**src/rtl/s2_pkg.sv**
```systemverilog
// s2_pkg: shared state encoding and default width for the s2 serial transmitter.
package s2_pkg;
  localparam int WIDTH_DEF = 8;
  typedef enum logic [1:0] {
    S_IDLE = 2'd0,
    S_SEND = 2'd1,
    S_DONE = 2'd2
  } state_e;
endpackage

```
**src/rtl/s2_bitcnt.sv**
```systemverilog
// s2_bitcnt: loadable down-counter with a zero flag, counting remaining bits of a word.
module s2_bitcnt #(
  parameter int W = 3
) (
  input  logic         clk,
  input  logic         rst,
  input  logic         load_i,
  input  logic         dec_i,
  input  logic [W-1:0] val_i,
  output logic         zero_o
);
  logic [W-1:0] cnt_q, cnt_d;
  always_comb cnt_d = load_i ? val_i : dec_i ? cnt_q - 1'b1 : cnt_q;
  always_ff @(posedge clk or negedge rst)
    if (!rst) cnt_q <= '0;
    else      cnt_q <= cnt_d;
  assign zero_o = (cnt_q == '0);
endmodule

```
**src/rtl/s2_seq_tx.sv**
```systemverilog
// s2_seq_tx: captures a pattern word and shifts len+1 bits out serially, MSB- or LSB-first,
// with registered valid/busy/done handshake outputs.
module s2_seq_tx
  import s2_pkg::*;
#(
  parameter int   WIDTH      = WIDTH_DEF,
  parameter logic IDLE_LEVEL = 1'b0
) (
  input  logic                     clk,
  input  logic                     rst,
  input  logic                     start,
  input  logic [WIDTH-1:0]         pat,
  input  logic [$clog2(WIDTH)-1:0] len,
  input  logic                     msb_first,
  output logic                     outp,
  output logic                     out_vld,
  output logic                     busy,
  output logic                     done,
  output logic [1:0]               state
);
  localparam int LW = $clog2(WIDTH);
  state_e           state_q, state_d;
  logic [WIDTH-1:0] sr_q, sr_d;
  logic             msb_q, msb_d, outp_q, outp_d, vld_q, vld_d, busy_q, busy_d, done_q, done_d;
  logic             load, dec, zero;
  s2_bitcnt #(.W(LW)) u_cnt (
    .clk   (clk),
    .rst   (rst),
    .load_i(load),
    .dec_i (dec),
    .val_i (len),
    .zero_o(zero)
  );
  // MSB-first words are left-aligned so pat[len] sits at the top and upper bits shift out unseen.
  always_comb begin
    state_d = state_q;
    sr_d    = sr_q;
    msb_d   = msb_q;
    vld_d   = 1'b0;
    busy_d  = 1'b0;
    done_d  = 1'b0;
    load    = 1'b0;
    dec     = 1'b0;
    case (state_q)
      S_IDLE: if (start) begin
        state_d = S_SEND;
        msb_d   = msb_first;
        sr_d    = msb_first ? pat << (LW'(WIDTH - 1) - len) : pat;
        load    = 1'b1;
        vld_d   = 1'b1;
        busy_d  = 1'b1;
      end
      S_SEND: if (zero) begin
        state_d = S_DONE;
        busy_d  = 1'b1;
        done_d  = 1'b1;
      end else begin
        sr_d    = msb_q ? sr_q << 1 : sr_q >> 1;
        dec     = 1'b1;
        vld_d   = 1'b1;
        busy_d  = 1'b1;
      end
      S_DONE:  state_d = S_IDLE;
      default: state_d = S_IDLE;
    endcase
    outp_d = vld_d ? (msb_d ? sr_d[WIDTH-1] : sr_d[0]) : IDLE_LEVEL;
  end
  always_ff @(posedge clk or negedge rst)
    if (!rst) begin
      state_q <= S_IDLE;
      sr_q    <= '0;
      msb_q   <= 1'b0;
      outp_q  <= IDLE_LEVEL;
      vld_q   <= 1'b0;
      busy_q  <= 1'b0;
      done_q  <= 1'b0;
    end else begin
      state_q <= state_d;
      sr_q    <= sr_d;
      msb_q   <= msb_d;
      outp_q  <= outp_d;
      vld_q   <= vld_d;
      busy_q  <= busy_d;
      done_q  <= done_d;
    end
  assign outp    = outp_q;
  assign out_vld = vld_q;
  assign busy    = busy_q;
  assign done    = done_q;
  assign state   = state_q;
endmodule

```
**config.mk**
```make
export PLATFORM = sky130hd
export DESIGN_NAME = s2_seq_tx
export DESIGN_NICKNAME = d
export VERILOG_FILES = /design/src/rtl/s2_pkg.sv /design/src/rtl/s2_bitcnt.sv /design/src/rtl/s2_seq_tx.sv
export SDC_FILE = /design/constraint.sdc
export NUM_CORES = 1
export LEC_CHECK = 0
export CELL_PAD_IN_SITES_DETAIL_PLACEMENT = 0
export CELL_PAD_IN_SITES_GLOBAL_PLACEMENT = 2
export CORE_MARGIN = 1
export CORE_UTILIZATION = 34
export CTS_CLUSTER_SIZE = 40
export DETAILED_ROUTE_END_ITERATION = 8
export GPL_ROUTABILITY_DRIVEN = 1
export PLACE_DENSITY = 0.89
export SLEW_MARGIN = 15
export SYNTH_ARGS = -nofsm -noshare
export SYNTH_HDL_FRONTEND = slang
export SYNTH_HIERARCHICAL = 1
export SYNTH_SLANG_ARGS = --single-unit
```
**constraint.sdc**
```tcl
create_clock -name clk -period 3.87 [get_ports clk]
set_input_delay 0.774 -clock clk [delete_from_list [all_inputs] [get_ports clk]]
set_output_delay 0.774 -clock clk [all_outputs]
set_load 0.02 [all_outputs]
```
Figure 1. Register map, names as in the netlist.
Drawn at 6 px/µm.
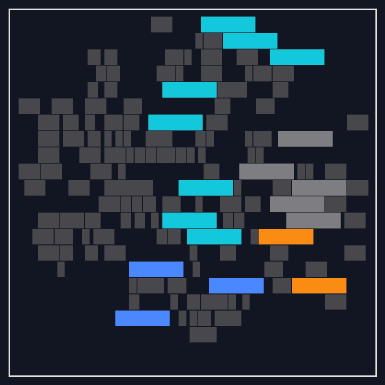
`sr_q` -> cyan  # sequential cells 8
`state` -> orange  # sequential cells 2
`u_cnt/cnt_q` -> blue  # sequential cells 3
not coloured = 5
Final Core Density: 42.82%
Seq. pwr: 347 µW
Seq. cell area: 450.4 µm²
Seq area share: 31.52%

Figure 2. Power grid.
Drawn at 6 px/µm. Pins as bars on the die edge.
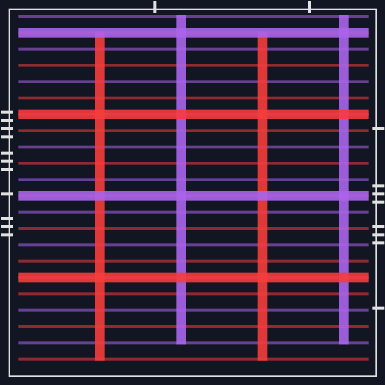
VDD -> purple
VSS -> red
rows = 21
met5 straps = 4
met4 straps = 4
met1 rails = 22

==> job_summary.md <==
## Synthesis and layout report

| Metric | Value |
|---|---|
| Status | completed |
| Vias in the first global route | approximately 950 |
| CP Depth | 5 |
| CTS max path bufs | 2 |
| Synth Net Count | between 100 and 150 |
| Worst Setup Start Kind | primary input |
| Syn avg cell area | approximately 9.4 µm² |
| Die Span X | 60.91 µm |
| Ao+oa area frac | about 18% |
| Async SR Flop Fraction | 100.0% |
| Worst-margin pin slew | around 0.8 ns |
| Setup TNS | 0 ns |
| Synth Register Bits | 18 |
| Hold crit path type | flip-flop to flip-flop |
| Max cap viols | 0 |
| Multi-input comb cells | slightly above 90 |
| EDFF count, synth | 0 |
| Largest class | combinational gates |
| Leak Pwr | ~0.00063 µW |
| Psw | 376.1 µW |
| Most used DFF post-synth | dfrtp_1 |
| Top cells, area | dfrtp_1, mux2i_1, nand2_1 |
| Core Footprint | ~3300 µm² |
| CP startpoint | len[1] |
| Met2 Wirelength | roughly 1100 µm |
| Most frequent cell after synthesis | dfrtp_1 |
Figure 3. The clock network.
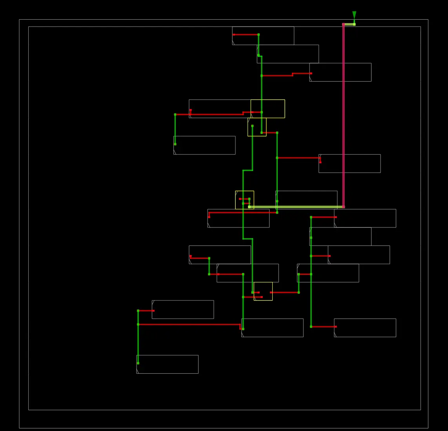
clock buffer count: 4
Power Clock: 116 µW
worst skew pair latency: 0.29 ns

Figure 4. Signal wires on met2.
Drawn at 6 px/µm.
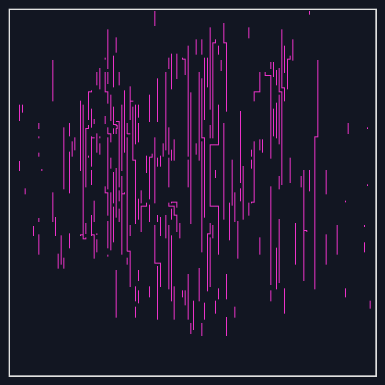
nets with wire on the layer = 129
share of all routed wire = 43%
main direction = vertical
longest straight run = 25.3 µm
vias: 990
drt total wl: 2560 µm
GR Layer Usage met2: 24.80%

-- cell usage in the layout, fill, tap and decap left out, drive strengths merged, types with 2 or more instances in the layout --
cell	n
or3b	2
a31oi	2
nor2b	4
o21ai	8
dfrtp	18
a21oi	5
inv	9
o31ai	3
clkbuf	4
and2	2
clkdlybuf4s50	20
nor3b	2
nand2	15
ha	2
a211o	2
nor2	8
and3b	2
mux2i	15
o221ai	4
-- stage by stage --
stage	setup WS [ns]	cells	area, µm²
after floorplan	1.964	125	1180
after global placement	1.288	184	1393
after detailed placement	1.210	184	1393
after CTS	1.524	188	1429
after global routing	1.379	188	1429
final	1.491	188	1429
-- sequential cells by signal (all words and copies together), names as in the netlist --
name	count
out_vld	1
msb_q	1
outp	1
busy	1
done	1
u_cnt/cnt_q	3
state	2
sr_q	8
Power figures rest on the tool's default switching activity, not on a simulated workload.
